**src/rtl/fifo_lifo_buf.sv**
```systemverilog
// Single-clock FIFO/LIFO buffer over an inferred synchronous RAM.
// It provides occupancy count, threshold flags and sticky overflow/underflow errors.
module fifo_lifo_buf #(
    parameter int B     = 8,
    parameter int W     = 4,
    parameter int MODE  = 0,
    parameter int AF_TH = 2**W - 1,
    parameter int AE_TH = 1
) (
    input  logic         clk,
    input  logic         reset,
    input  logic         wr,
    input  logic [B-1:0] w_data,
    input  logic         rd,
    output logic [B-1:0] r_data,
    output logic         r_valid,
    output logic         empty,
    output logic         full,
    output logic         almost_empty,
    output logic         almost_full,
    output logic [W:0]   count,
    output logic         overflow,
    output logic         underflow
);
    localparam int         DEPTH    = 2**W;
    localparam logic [W:0] FULL_CNT = (W+1)'(DEPTH);
    localparam logic [W:0] CNT_ONE  = (W+1)'(1);
    localparam logic [W-1:0] PTR_ONE = W'(1);

    logic [B-1:0] mem [DEPTH];
    logic [W-1:0] wp, rp, waddr, raddr;
    logic         pass, wa, ra;

    // LIFO rd&wr hands the incoming word straight back and leaves the stack untouched
    assign pass = (MODE == 1) && rd && wr;
    assign wa   = !pass && wr && (!full || (rd && (MODE == 0)));
    assign ra   = !pass && rd && !empty;

    // In LIFO mode the stack pointer is the occupancy count itself
    assign waddr = (MODE == 1) ? count[W-1:0] : wp;
    assign raddr = (MODE == 1) ? W'(count - CNT_ONE) : rp;

    assign empty        = (count == '0);
    assign full         = (count == FULL_CNT);
    assign almost_empty = (int'(count) <= AE_TH);
    assign almost_full  = (int'(count) >= AF_TH);

    always_ff @(posedge clk) begin
        if (wa && !reset)
            mem[waddr] <= w_data;
    end

    always_ff @(posedge clk) begin
        if (reset) begin
            wp        <= '0;
            rp        <= '0;
            count     <= '0;
            r_data    <= '0;
            r_valid   <= 1'b0;
            overflow  <= 1'b0;
            underflow <= 1'b0;
        end else begin
            r_valid <= ra || pass;
            // Non-blocking read gives old contents on a same-address write
            if (pass)
                r_data <= w_data;
            else if (ra)
                r_data <= mem[raddr];
            if (wa)
                wp <= wp + PTR_ONE;
            if (ra)
                rp <= rp + PTR_ONE;
            case ({wa, ra})
                2'b10:   count <= count + CNT_ONE;
                2'b01:   count <= count - CNT_ONE;
                default: count <= count;
            endcase
            if (wr && !wa && !pass)
                overflow <= 1'b1;
            if (rd && !ra && !pass)
                underflow <= 1'b1;
        end
    end
endmodule

```
**config.mk**
```make
export PLATFORM = sky130hd
export DESIGN_NAME = fifo_lifo_buf
export DESIGN_NICKNAME = d
export VERILOG_FILES = /design/src/rtl/fifo_lifo_buf.sv
export SDC_FILE = /design/constraint.sdc
export NUM_CORES = 1
export LEC_CHECK = 0
export CAP_MARGIN = 40
export CORE_ASPECT_RATIO = 1.25
export CORE_MARGIN = 2
export CORE_UTILIZATION = 55
export DETAILED_ROUTE_END_ITERATION = 8
export PLACE_DENSITY = 0.74
export SLEW_MARGIN = 20
export SYNTH_ARGS = -nofsm -noshare
export SYNTH_HDL_FRONTEND = slang
export SYNTH_SLANG_ARGS = --single-unit
export TNS_END_PERCENT = 1
```
**constraint.sdc**
```tcl
create_clock -name clk -period 3.15 [get_ports clk]
set_input_delay 0.63 -clock clk [delete_from_list [all_inputs] [get_ports clk]]
set_output_delay 0.63 -clock clk [all_outputs]
set_load 0.01 [all_outputs]
```
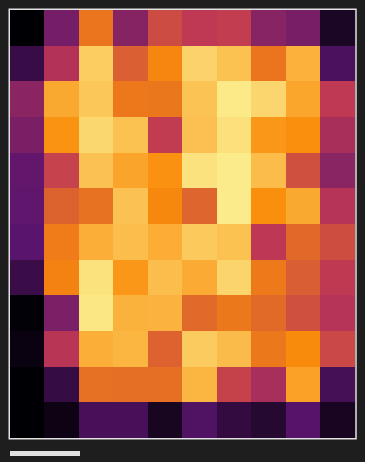
run_1/util_map.png
Bar = 20 microns. 10 x 12 tiles, from black (low) to pale yellow (high), 0 to 100% covered.
mean over tiles	59%
nearly empty tiles	3.3%
densest ninth of the die	centre
tiles over 75% full	38%
emptiest ninth of the die	lower left
total core area: 0.0110 sq mm
FP Core Util: 56.3%
Core Util, Final: 66.9%

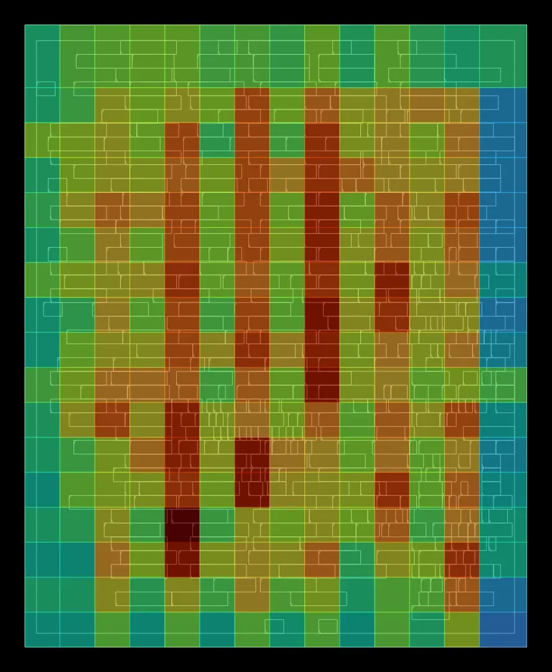
run_1/congestion_map.png
Most Crowded Layer GR: met2
met3 capacity usage during global routing: 5.07%
M1 GR Usage: 26.6%

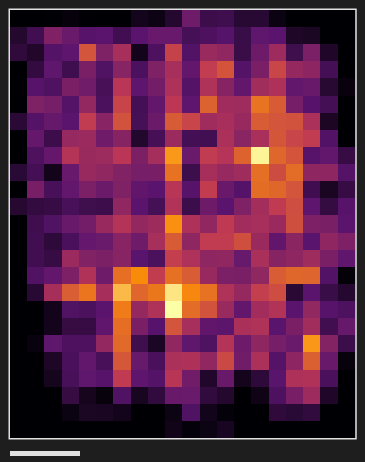
run_1/route_heat.png
Bar = 20 microns. 20 x 25 tiles, from black (low) to pale yellow (high), scaled to the fullest tile. Values are wire area over tile area, all layers added.
emptiest ninth of the die	lower left
tiles over half the peak	15%
fullest tile	0.52
nearly empty tiles	15%
densest ninth of the die	centre
routed via count: 3161
final WL: 11400 microns
routed wirelength normalized by instance count: 21.1 microns

==> results.sh, run 1 <==
# source this file to load flow results
export IMPL_num_tap_cells=135
export IMPL_cp_endpoint="empty"
export IMPL_timing_final_hold_violations=0
export IMPL_setup_worst_path_start="count[1]"
export IMPL_setup_tns_final_ns=0
export IMPL_power_frac_comb_pct=20.4
export IMPL_postSynthNetCount=364
export IMPL_p_int_mw=4.22
export IMPL_comb_cell_share_pct=23.4
export IMPL_layout_cells_most_common_list="edfxtp_1 (128), mux4_2 (32), clkdlybuf4s50_1 (31)"
export IMPL_timing_hold_worst_endpoint="overflow"
export IMPL_clockRootBuffer="clkbuf_16"
export IMPL_global_route_overflow_total=0
export IMPL_logic_area_sq_mm=0.00172
export IMPL_timing_critical_path_from_type="register"
export IMPL_number_of_port_buffers=31
export IMPL_openroad_warnings=32
export IMPL_global_placement_routability_congestion=0.803
export IMPL_core_rowCount=43
export IMPL_path_max_fanout=6
export IMPL_finalSetupViolCount=0
export IMPL_gr_usage_met2_pct=33.6
export IMPL_sw_frac_of_total_pct=25.8
export IMPL_placement_cell_area_sq_mm=0.00675
export IMPL_relSlewSlack_pct=50.4
export IMPL_layout_drive_gt1_share_pct=25.6
export IMPL_synth_cell_types=44
export IMPL_relative_contribution_of_the_clock_network_to_total_power_pct=36.7
export IMPL_pwr_share_seq_pct=42.9
export IMPL_p_sw_mw=1.47
export IMPL_drt_initial_drc_count=240
export IMPL_r2r_start="count[0]"
export IMPL_yosys_area_top_type="edfxtp_1"
export IMPL_ys_flop_type="edfxtp_1"
export IMPL_worstSetupPathDepth=5
export IMPL_ff2ff_path_depth=10
export IMPL_route_detailed_drc=0
export IMPL_ioPinCount=32
export IMPL_totalPowerFinal_mw=5.69
export IMPL_avgViaCountPerCell=5.83
export IMPL_met3_wirelength_microns=467
export IMPL_static_leakage_power_nw=2.43
export IMPL_worst_setup_hold_path_clk_slew_ns=0.06
export IMPL_cp_cell_sequence="inv_1 -> ha_1 -> or4b_4 -> inv_1 -> clkdlybuf4s50_1"
export IMPL_post_cts_setup_buffer_count=0
export IMPL_pin_count_of_the_biggest_net_entering_global_routing=35
export IMPL_hold_path_startpoint="overflow"
export IMPL_grt_first_pass_wirelength_microns=18100
export IMPL_max_cap_violations=0
export IMPL_status="finished clean"
export IMPL_regMostFlops="mem"
export IMPL_ctsResizeCount=0
export IMPL_tmin_final_ns=2.94
export IMPL_slowest_stage_cell_crit_path="clkdlybuf4s50_1"
export IMPL_chip_area_sq_mm=0.0122
export IMPL_ys_flops=152
export IMPL_min_delay_path_class="register to register"
export IMPL_fmaxAchievable_ghz=0.340
export IMPL_met2WireLength_microns=5870
export IMPL_synth_area_top_cells="edfxtp_1 (62%), mux4_2 (12%), dfxtp_1 (7.7%)"
export IMPL_final_fill_count=711
export IMPL_ctsHtreeMaxLevel=4
export IMPL_top_area_share_pct=61.9
export IMPL_finalClockPeriodUsage_pct=93.3
export IMPL_synth_cells=341
export IMPL_global_route_usage_sum_pct=20.6
export IMPL_mappedNetlistArea_sq_mm=0.00621
export IMPL_ys_warn_count=0
export IMPL_dr_pass1_iters=6
export IMPL_first_global_vias=3243
export IMPL_largest_register_ffs=128
export IMPL_synthesis_area_per_instance_sq_um=18.2
export IMPL_clock_latency_late_pin_ns=0.42
export IMPL_dpl_worst_slack_ns=0.331
export IMPL_area_delta_synth_final_pct=18.8
export IMPL_post_synth_top_count_cell="edfxtp_1"
export IMPL_top_signal_layer_used="met4"
export IMPL_synth_sequential_area_ratio_pct=69.7
export IMPL_die_width_microns=99.0
export IMPL_worstPathBufferInverterCount=3
==> run 1: cells by family (layout without fill, tap and decap cells) <==
| group | count (synthesis) | after routing | synth area share (%) |
|---|---|---|---|
| buf+inv | 30 | 96 | 2.58 |
| simple gates | 65 | 65 | 6.19 |
| mux | 50 | 50 | 14.5 |
| fa+ha+maj | 11 | 11 | 2.22 |
| compound gates | 25 | 25 | 3.71 |
| flops | 152 | 152 | 69.7 |
| xor+xnor | 8 | 8 | 1.13 |
==> run 1: power by group through the flow <==
stage,registers [mW],clock network [mW],logic [mW]
3_5_place_dp,2.49,0,1.16
4_1_cts,2.45,2.12,1.17
5_1_grt,2.46,2.20,1.27
6_report,2.44,2.09,1.16
2_1_floorplan,2.42,0,0.812
3_3_place_gp,2.48,0,1.15
==> run 2: changes to the inputs <==
- GPL_TIMING_DRIVEN: not set -> 1
==> run 2 against run 1 <==
Compared with the run above: global-route usage unchanged; routed wire length unchanged; non-clock buffer count is the same; sequential share of layout area did not move; worst setup slack unchanged; hold slack stayed put.
==> results.sh, run 2 <==
# source this file to load flow results
export IMPL_die_width_microns=99.0
export IMPL_sequentialPower_mw=2.44
export IMPL_cp_endpoint="empty"
export IMPL_timing_critical_path_from_type="register"
export IMPL_cp_cell_sequence="inv_1 -> ha_1 -> or4b_4 -> inv_1 -> clkdlybuf4s50_1"
export IMPL_worst_setup_hold_path_clk_slew_ns=0.06
export IMPL_regMostFlops="mem"
export IMPL_first_global_vias=3243
export IMPL_pwr_share_seq_pct=42.9
export IMPL_setup_worst_path_start="count[1]"
export IMPL_postSynthNetCount=364
export IMPL_tmin_final_ns=2.94
export IMPL_setup_tns_final_ns=0
export IMPL_p_sw_mw=1.47
export IMPL_finalClockPeriodUsage_pct=93.3
export IMPL_floorplanUtilization_pct=56.3
export IMPL_grt_util_met1_pct=26.6
export IMPL_timing_hold_worst_endpoint="overflow"
export IMPL_layout_cells_most_common_list="edfxtp_1 (128), mux4_2 (32), clkdlybuf4s50_1 (31)"
export IMPL_met2WireLength_microns=5870
export IMPL_status="finished clean"
export IMPL_number_of_port_buffers=31
export IMPL_relative_contribution_of_the_clock_network_to_total_power_pct=36.7
export IMPL_ctsResizeCount=0
export IMPL_layout_drive_gt1_share_pct=25.6
export IMPL_max_cap_violations=0
export IMPL_r2r_start="count[0]"
export IMPL_power_combinational_mw=1.16
export IMPL_maxPowerGroup="sequential cells"
export IMPL_yosys_area_top_type="edfxtp_1"
export IMPL_p_int_mw=4.22
export IMPL_mappedNetlistArea_sq_mm=0.00621
export IMPL_placement_cell_area_sq_mm=0.00675
export IMPL_synthesis_area_per_instance_sq_um=18.2
export IMPL_largest_register_ffs=128
export IMPL_global_route_overflow_total=0
export IMPL_sw_frac_of_total_pct=25.8
export IMPL_timing_final_hold_violations=0
export IMPL_path_max_fanout=6
export IMPL_busiest_layer="met2"
export IMPL_post_cts_setup_buffer_count=0
export IMPL_finalSetupViolCount=0
export IMPL_clockRootBuffer="clkbuf_16"
export IMPL_power_frac_comb_pct=20.4
export IMPL_top_signal_layer_used="met4"
export IMPL_post_synth_top_count_cell="edfxtp_1"
export IMPL_globalRouteMet3Util_pct=5.07
export IMPL_ys_flop_type="edfxtp_1"
run 2: area by class of cell:
cell class                 instances  area (sq um)  share of cell area [%]
sequential                       152          4330                    58.7
timing repair buffer              53           488                    6.62
clock inverter                    10           143                    1.93
tap                              135           169                    2.29
clock buffer                      22           484                    6.57
inverter                          11          41.3                   0.560
multi-input combinational        159          1720                    23.4
run 2: cells by family (layout without fill, tap and decap cells):
kind of cell / after synthesis / count (layout) / share of synthesized area [%]
compound gates: 25 / 25 / 3.71
xor+xnor: 8 / 8 / 1.13
fa+ha+maj: 11 / 11 / 2.22
buf+inv: 30 / 96 / 2.58
flops: 152 / 152 / 69.7
mux: 50 / 50 / 14.5
simple gates: 65 / 65 / 6.19
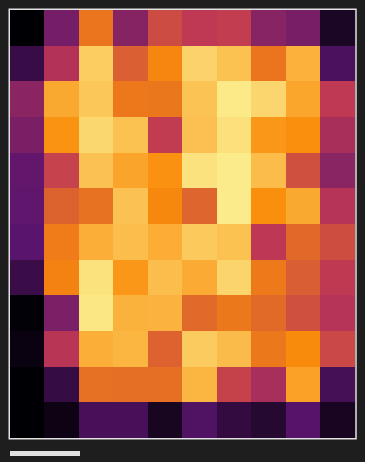
run_2/util_map.png
Bar = 20 microns. 10 x 12 tiles, from black (low) to pale yellow (high), 0 to 100% covered.
emptiest ninth of the die	lower left
tiles over 75% full	38%
nearly empty tiles	3.3%

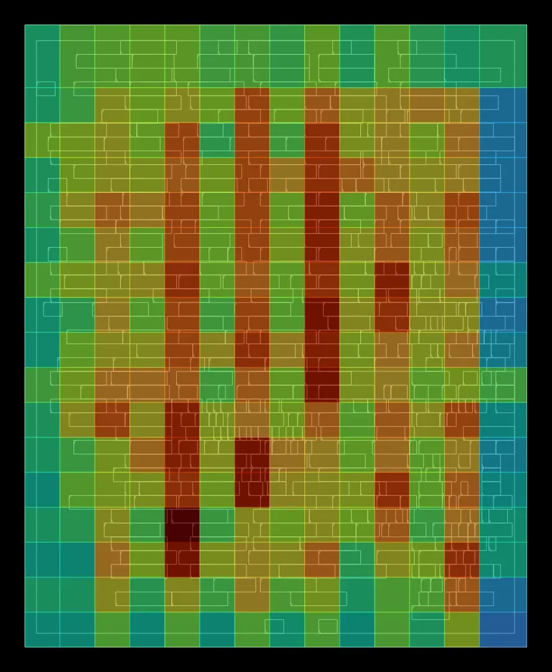
run_2/congestion_map.png
met2 capacity usage during global routing: 33.6%
Global Route Usage Sum: 20.6%

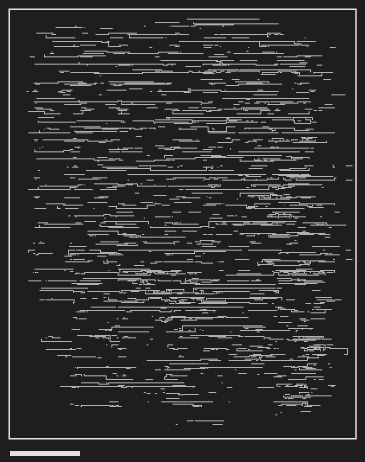
run_2/m1.png
Bar = 20 microns.
wire length on this layer	4890 microns
main direction	horizontal
share of all routed wire	43%
longest straight run	39.6 microns
nets with wire on the layer	381

==> run 3: changes to the inputs <==
- clock period: 3.15 -> 3.8 ns (I/O delays scaled with it)
==> run 3 against run 2 <==
Compared with the run above: register-to-register slack better by 0.59 ns; sequential share of layout area is 0.59 points higher; routed wire length is 3.9% higher; hold slack better by 0.0078 ns; total power is 18% lower; die size stayed put; clock power is 21% lower; critical endpoint unchanged; synthesized area stayed put; critical path type unchanged.
==> results.sh, run 3 <==
# source this file to load flow results
export IMPL_path_max_fanout=8
export IMPL_chip_area_sq_mm=0.0122
export IMPL_first_global_vias=3228
export IMPL_static_leakage_power_nw=2.40
export IMPL_global_route_overflow_total=0
export IMPL_clock_latency_late_pin_ns=0.42
export IMPL_openroad_warnings=32
export IMPL_top_signal_layer_used="met4"
export IMPL_status="finished clean"
export IMPL_top_area_share_pct=61.9
export IMPL_core_rowCount=43
export IMPL_placement_cell_area_sq_mm=0.00670
export IMPL_finalClockPeriodUsage_pct=81.4
export IMPL_tmin_final_ns=3.09
export IMPL_worst_setup_hold_path_clk_slew_ns=0.06
export IMPL_sw_frac_of_total_pct=26.4
export IMPL_ys_flop_type="edfxtp_1"
export IMPL_grt_first_pass_wirelength_microns=18400
export IMPL_totalPowerFinal_mw=4.65
export IMPL_fmaxAchievable_ghz=0.323
export IMPL_ioPinCount=32
export IMPL_yosys_dominant_comb_family="multiplexers"
export IMPL_ys_warn_count=0
export IMPL_synthesis_area_per_instance_sq_um=18.2
export IMPL_layout_cells_most_common_list="edfxtp_1 (128), mux4_2 (32), clkdlybuf4s50_1 (31)"
export IMPL_route_detailed_drc=0
export IMPL_post_cts_setup_buffer_count=0
export IMPL_setup_tns_final_ns=0
export IMPL_dr_pass1_iters=4
export IMPL_r2r_start="count[0]"
export IMPL_pwr_share_seq_pct=43.6
export IMPL_coreArea_sq_mm=0.0110
export IMPL_regMostFlops="mem"
export IMPL_die_width_microns=99.0
export IMPL_relative_contribution_of_the_clock_network_to_total_power_pct=35.6
export IMPL_ctsResizeCount=0
export IMPL_post_synth_top_count_cell="edfxtp_1"
export IMPL_layout_drive_gt1_share_pct=23.9
export IMPL_cp_endpoint="empty"
export IMPL_grt_util_met1_pct=28.0
export IMPL_mappedNetlistArea_sq_mm=0.00621
export IMPL_area_delta_synth_final_pct=17.6
export IMPL_setup_worst_path_start="count[0]"
export IMPL_avgViaCountPerCell=5.81
export IMPL_yosys_area_top_type="edfxtp_1"
export IMPL_met3_wirelength_microns=602
export IMPL_power_combinational_mw=0.967
export IMPL_synth_area_top_cells="edfxtp_1 (62%), mux4_2 (12%), dfxtp_1 (7.7%)"
run 3: cell counts after synthesis:
Identical to the previous run, type by type.
run 3: layout make-up:
class	instances	area [sq um]
tap	135	169
fill	743	3730
timing repair buffer	48	458
clock inverter	14	155
sequential	152	4330
inverter	11	41.3
clock buffer	18	429
multi-input combinational	159	1720
run 3: worst min path at each step:
stage                          from         to  slack [ns]
after floorplan           underflow  underflow        0.50
after global placement    underflow  underflow        0.45
after detailed placement  underflow  underflow        0.47
after CTS                 underflow  underflow        0.48
after global routing      underflow  underflow        0.51
final                     underflow  underflow        0.48
run 3: worst max-delay path: stages, from the launching register on:
cell and delay [ns]:
dfxtp_1 0.40, inv_1 0.15, ha_1 0.23, or4b_4 0.52, inv_1 0.09, clkdlybuf4s50_1 0.53
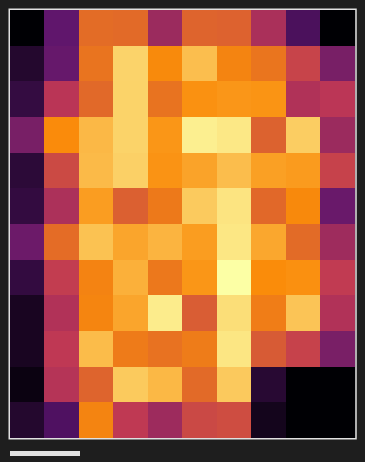
run_3/util_map.png
Bar = 20 microns. 10 x 12 tiles, from black (low) to pale yellow (high), 0 to 100% covered.
emptiest ninth of the die	lower right
tiles over 75% full	34%
mean over tiles	59%
fullest tile	100%
nearly empty tiles	5.0%
Core Util, Final: 66.2%

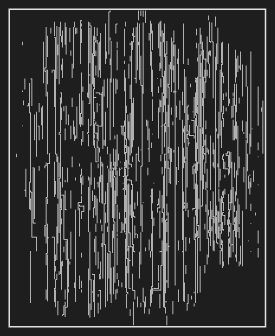
run_3/m2.png
share of all routed wire	51%
wire length on this layer	6050 microns
longest straight run	75.1 microns
nets with wire on the layer	354
met2 capacity usage during global routing: 34.5%
final WL: 11900 microns

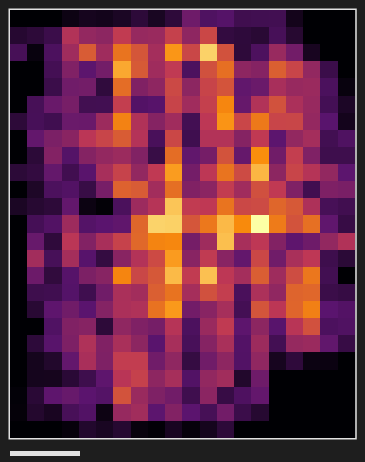
run_3/route_heat.png
Bar = 20 microns. 20 x 25 tiles, from black (low) to pale yellow (high), scaled to the fullest tile. Values are wire area over tile area, all layers added.
nearly empty tiles	13%
fullest tile	0.48
mean over tiles	0.15
tiles over half the peak	22%
Global Route Usage Sum: 21.3%
routed via count: 3119
routed wirelength normalized by instance count: 22.1 microns

No activity file was given, so power comes from the tool's default toggle rates.
